cell_density.png
(2 px per µm) The die is cut into 15 by 18 equal tiles; dark blue is low, red is high, 0 to 100% covered.
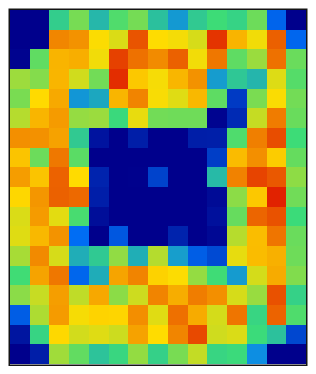
layer_met4.png
(2 px per µm) Supply wires on this layer in grey.
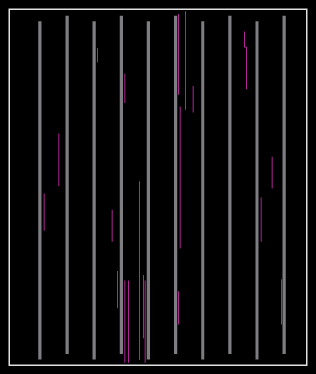
**src/rtl/elastic_pipe_reg_if.sv**
```systemverilog
// Valid/ready handshake bundle for elastic_pipe_reg: upstream (in_*) and downstream (out_*) sides.
// The slave modport is the register stage. The master modport is the surrounding datapath.
interface elastic_pipe_reg_if #(
  parameter int unsigned WIDTH = 128
);
  logic             in_valid;
  logic             in_ready;
  logic [WIDTH-1:0] in_data;
  logic             out_valid;
  logic             out_ready;
  logic [WIDTH-1:0] out_data;

  modport master (
    output in_valid,
    output in_data,
    output out_ready,
    input  in_ready,
    input  out_valid,
    input  out_data
  );

  modport slave (
    input  in_valid,
    input  in_data,
    input  out_ready,
    output in_ready,
    output out_valid,
    output out_data
  );
endinterface

```
**src/rtl/elastic_pipe_reg.sv**
```systemverilog
// Elastic pipeline register: DEPTH flit slots with valid/ready on both sides, bubble collapsing,
// synchronous flush and a registered occupancy count.
module elastic_pipe_reg #(
  parameter int unsigned WIDTH = 128,
  parameter int unsigned DEPTH = 2,
  parameter int unsigned CW    = $clog2(DEPTH + 1)
) (
  input  logic                   clk,
  input  logic                   reset,
  elastic_pipe_reg_if.slave      bus,
  input  logic                   flush,
  output logic [CW-1:0]          count
);

  logic [DEPTH-1:0] v_q, v_d;
  logic [WIDTH-1:0] d_q [DEPTH];
  logic [WIDTH-1:0] d_d [DEPTH];
  logic [CW-1:0]    count_q, count_d;

  logic [DEPTH:0]   rdy;
  logic [DEPTH-1:0] v_in;
  logic [WIDTH-1:0] d_in [DEPTH];
  logic             in_ready;
  logic             accept;
  logic             emit;

  // A slot may load when it is empty or its occupant is moving on this edge.
  always_comb begin
    rdy        = '0;
    rdy[DEPTH] = bus.out_ready;
    for (int i = int'(DEPTH) - 1; i >= 0; i--) begin
      rdy[i] = ~v_q[i] | rdy[i+1];
    end
  end

  assign in_ready = rdy[0] & ~flush;
  assign accept   = bus.in_valid & in_ready;
  assign emit     = v_q[DEPTH-1] & bus.out_ready;

  // What each slot would take if it loads: slot 0 from upstream, others from their predecessor.
  always_comb begin
    v_in    = '0;
    v_in[0] = accept;
    d_in[0] = bus.in_data;
    for (int i = 1; i < int'(DEPTH); i++) begin
      v_in[i] = v_q[i-1];
      d_in[i] = d_q[i-1];
    end
  end

  always_comb begin
    v_d = v_q;
    for (int i = 0; i < int'(DEPTH); i++) begin
      d_d[i] = d_q[i];
    end
    if (flush) begin
      v_d = '0;
    end else begin
      for (int i = 0; i < int'(DEPTH); i++) begin
        if (rdy[i]) begin
          v_d[i] = v_in[i];
          // Data only moves with a valid flit so bubbles leave the registers quiet.
          if (v_in[i]) begin
            d_d[i] = d_in[i];
          end
        end
      end
    end
  end

  always_comb begin
    count_d = count_q;
    if (flush) begin
      count_d = '0;
    end else if (accept && !emit) begin
      count_d = count_q + CW'(1);
    end else if (emit && !accept) begin
      count_d = count_q - CW'(1);
    end
  end

  always_ff @(posedge clk or negedge reset) begin
    if (!reset) begin
      v_q     <= '0;
      count_q <= '0;
      for (int i = 0; i < int'(DEPTH); i++) begin
        d_q[i] <= '0;
      end
    end else begin
      v_q     <= v_d;
      count_q <= count_d;
      for (int i = 0; i < int'(DEPTH); i++) begin
        d_q[i] <= d_d[i];
      end
    end
  end

  assign bus.in_ready  = in_ready;
  assign bus.out_valid = v_q[DEPTH-1];
  assign bus.out_data  = d_q[DEPTH-1];
  assign count         = count_q;

endmodule

```
**src/flat_wrapper.sv**
```systemverilog
// flat-port wrapper written by rule: the top's interface ports become plain ports
module elastic_pipe_reg_flat 
#(
  parameter int unsigned WIDTH = 128,
  parameter int unsigned DEPTH = 2,
  parameter int unsigned CW    = $clog2(DEPTH + 1)
)
  (clk, reset, flush, count, bus_in_valid, bus_in_data, bus_out_ready, bus_in_ready, bus_out_valid, bus_out_data);
  elastic_pipe_reg_if #(.WIDTH(WIDTH)) bus_i ();
  input  logic clk;
  input  logic reset;
  input  logic flush;
  output logic [CW-1:0] count;
  input wire logic [$bits(bus_i.in_valid)-1:0] bus_in_valid;
  input wire logic [$bits(bus_i.in_data)-1:0] bus_in_data;
  input wire logic [$bits(bus_i.out_ready)-1:0] bus_out_ready;
  output wire logic [$bits(bus_i.in_ready)-1:0] bus_in_ready;
  output wire logic [$bits(bus_i.out_valid)-1:0] bus_out_valid;
  output wire logic [$bits(bus_i.out_data)-1:0] bus_out_data;
  assign bus_i.in_valid = bus_in_valid;
  assign bus_i.in_data = bus_in_data;
  assign bus_i.out_ready = bus_out_ready;
  assign bus_in_ready = bus_i.in_ready;
  assign bus_out_valid = bus_i.out_valid;
  assign bus_out_data = bus_i.out_data;
  elastic_pipe_reg #(.WIDTH(WIDTH), .DEPTH(DEPTH), .CW(CW)) u_core (.clk(clk), .reset(reset), .bus(bus_i), .flush(flush), .count(count));
endmodule
```
**config.mk**
```make
export PLATFORM = sky130hd
export DESIGN_NAME = elastic_pipe_reg_flat
export DESIGN_NICKNAME = d
export VERILOG_FILES = /design/src/rtl/elastic_pipe_reg_if.sv /design/src/rtl/elastic_pipe_reg.sv /design/src/flat_wrapper.sv
export SDC_FILE = /design/constraint.sdc
export NUM_CORES = 1
export LEC_CHECK = 0
export ABC_AREA = 0
export CAP_MARGIN = 5
export CORE_ASPECT_RATIO = 1.2
export CORE_MARGIN = 1
export CORE_UTILIZATION = 40
export CTS_BUF_LIST = sky130_fd_sc_hd__clkbuf_2 sky130_fd_sc_hd__clkbuf_4 sky130_fd_sc_hd__clkbuf_8
export CTS_CLUSTER_DIAMETER = 200
export DETAILED_ROUTE_END_ITERATION = 10
export PLACE_DENSITY = 0.78
export SLEW_MARGIN = 20
export SYNTH_ARGS = -nofsm -noshare
export SYNTH_HDL_FRONTEND = slang
export SYNTH_SLANG_ARGS = --single-unit
```
**constraint.sdc**
```tcl
create_clock -name clk -period 2.1 [get_ports clk]
set_input_delay 0.42 -clock clk [delete_from_list [all_inputs] [get_ports clk]]
set_output_delay 0.42 -clock clk [all_outputs]
set_load 0.005 [all_outputs]
```
==> metrics.yaml <==
status:
  status: "finished clean"
power:
  ir_drop_mv: 0.574
synth:
  yosysTopAreaCell: "dfrtp_1"
  ys_cells: 566
  synth_nets: 699
  synth_top_cell_by_count: "dfrtp_1"
  ys_seq_elements: 260
  synthTopCellsByArea: "dfrtp_1 64%, mux2_2 15%, mux2_4 15%"
final_layout:
  flops: 260
  final_nets: 1034
  inverters: 0
  layout.cells.most_common_list: "261 x clkdlybuf4s50_1, 259 x dfrtp_1, 137 x mux2_2"
  seqCellArea_um2: 6510
  n_fill_cell: 1968
  buffers_excl_clock: 319
  mostFrequentLayoutCell: "clkdlybuf4s50_1"
  bufAreaShareNonClock: 0.226
  comb_area_um2: 3420
  num-multi-input-gates: 278
placed_design:
  place.gp.congestion: 0.772
  port_buffers: 264
  dp.cells: 1179
worst_setup_path:
  crit_type: "flop to output port"
  cp-end-kind: "output port"
  worst_path_largest_cell_delay_ns: 0.43
  crit_fanout: 7
  cp_num_buf_inv: 2
  crit_path_start_kind: "flop"
  worstPathRequired_ns: 1.68
timing:
  min_period_ns: 1.93
  slew_viol_final: 0
  timing.fmax_ghz: 0.517
drt:
  wire_per_inst_um: 17.6
  vias_per_cell: 4.70
  dr.pass1.iters: 4
  drt-initial-drc-count: 66
global_route:
  grt_pass1_vias: 6672
  antenna_found_initial: 0
  grt_max_degree: 70
  gr-usage-all-layers: 0.172
run:
  maxCapViolations: 0
floorplan:
  die_area_um2: 26200
  io_pins: 265
  core_um2: 24900
cts:
  clockBufferDepth: 3
  cts_tree: "yes"
  clockRootBuffer: "clkbuf_8"
hold_path:
  holdCritPathClass: "input port to asynchronous set/reset pin"
## Picture notes: cell_density.png
emptiest ninth of the die: centre
tiles over 75% full: 32%
nearly empty tiles: 14%

## Picture notes: layer_met4.png
longest straight run: 89.1 µm
share of all routed wire: 2.8%
wire length on this layer: 620 µm
main direction: vertical
DRT Wirelength: 22100 µm
DR vias: 5890

[final timing paths]
kind | start | end | slack [ns] | cells past startpoint
max reg2reg | u_core.v_q[1] | u_core.bus.out_data[11] | 0.27 | 6
max in group asynchronous | reset | u_core.bus.out_data[115] | 0.98 | 3
min in group clk | bus_out_ready | u_core.v_q[1] | 0.48 | 4
max | u_core.v_q[1] | bus_out_valid | 0.17 | 2
min | reset | u_core.bus.out_data[119] | 0.44 | 2
min reg2reg | u_core.d_in[125] | u_core.d_in[125] | 0.49 | 1
[metrics by stage]
step	utilization	power (mW)	worst slack (ns)	cell area [µm²]
floorplan	-	8.12	0.528	10200
global placement	0.545	10.4	-0.117	13600
detailed placement	0.545	10.5	-0.118	13600
CTS	0.579	14.9	0.118	14400
global route	0.579	15.4	0.0966	14400
finish	0.579	14.6	0.167	14400
[power breakdown]
group / leakage, nW / switching (mW) / internal [mW] / total, mW
clock: 0.456 / 1.85 / 2.41 / 4.27
combinational: 2.93 / 1.03 / 2.59 / 3.61
sequential: 3.08 / 0.614 / 6.15 / 6.76
[sequential cells by signal, summed over array words and instances, names as in the netlist]
name                 cells
u_core.bus.out_data    128
u_core.d_in            128
u_core.count             2
u_core.v_q               2
[what timing repair did]
action                     4_1_cts  5_1_grt
hold buffers                     1        0
setup endpoints to repair        1        0
buffers inserted                 2        0
resized                          3        0
hold endpoints to repair        59        0
[per-layer routing]
layer	global-route usage	share of wire	up-vias
met1	0.194	0.39	2977
met3	0.0495	0.065	47
met2	0.303	0.52	193
met5	0	0	-
met4	0.0704	0.028	0
li1	-	-	2673
[cells by family after synthesis]
group / Yosys count / synth area share
mux: 257 / 0.319
simple gates: 16 / 0.0103
compound gates: 5 / 0.00330
buf+inv: 28 / 0.0312
flops: 260 / 0.636
Power and IR drop assume default switching activity.
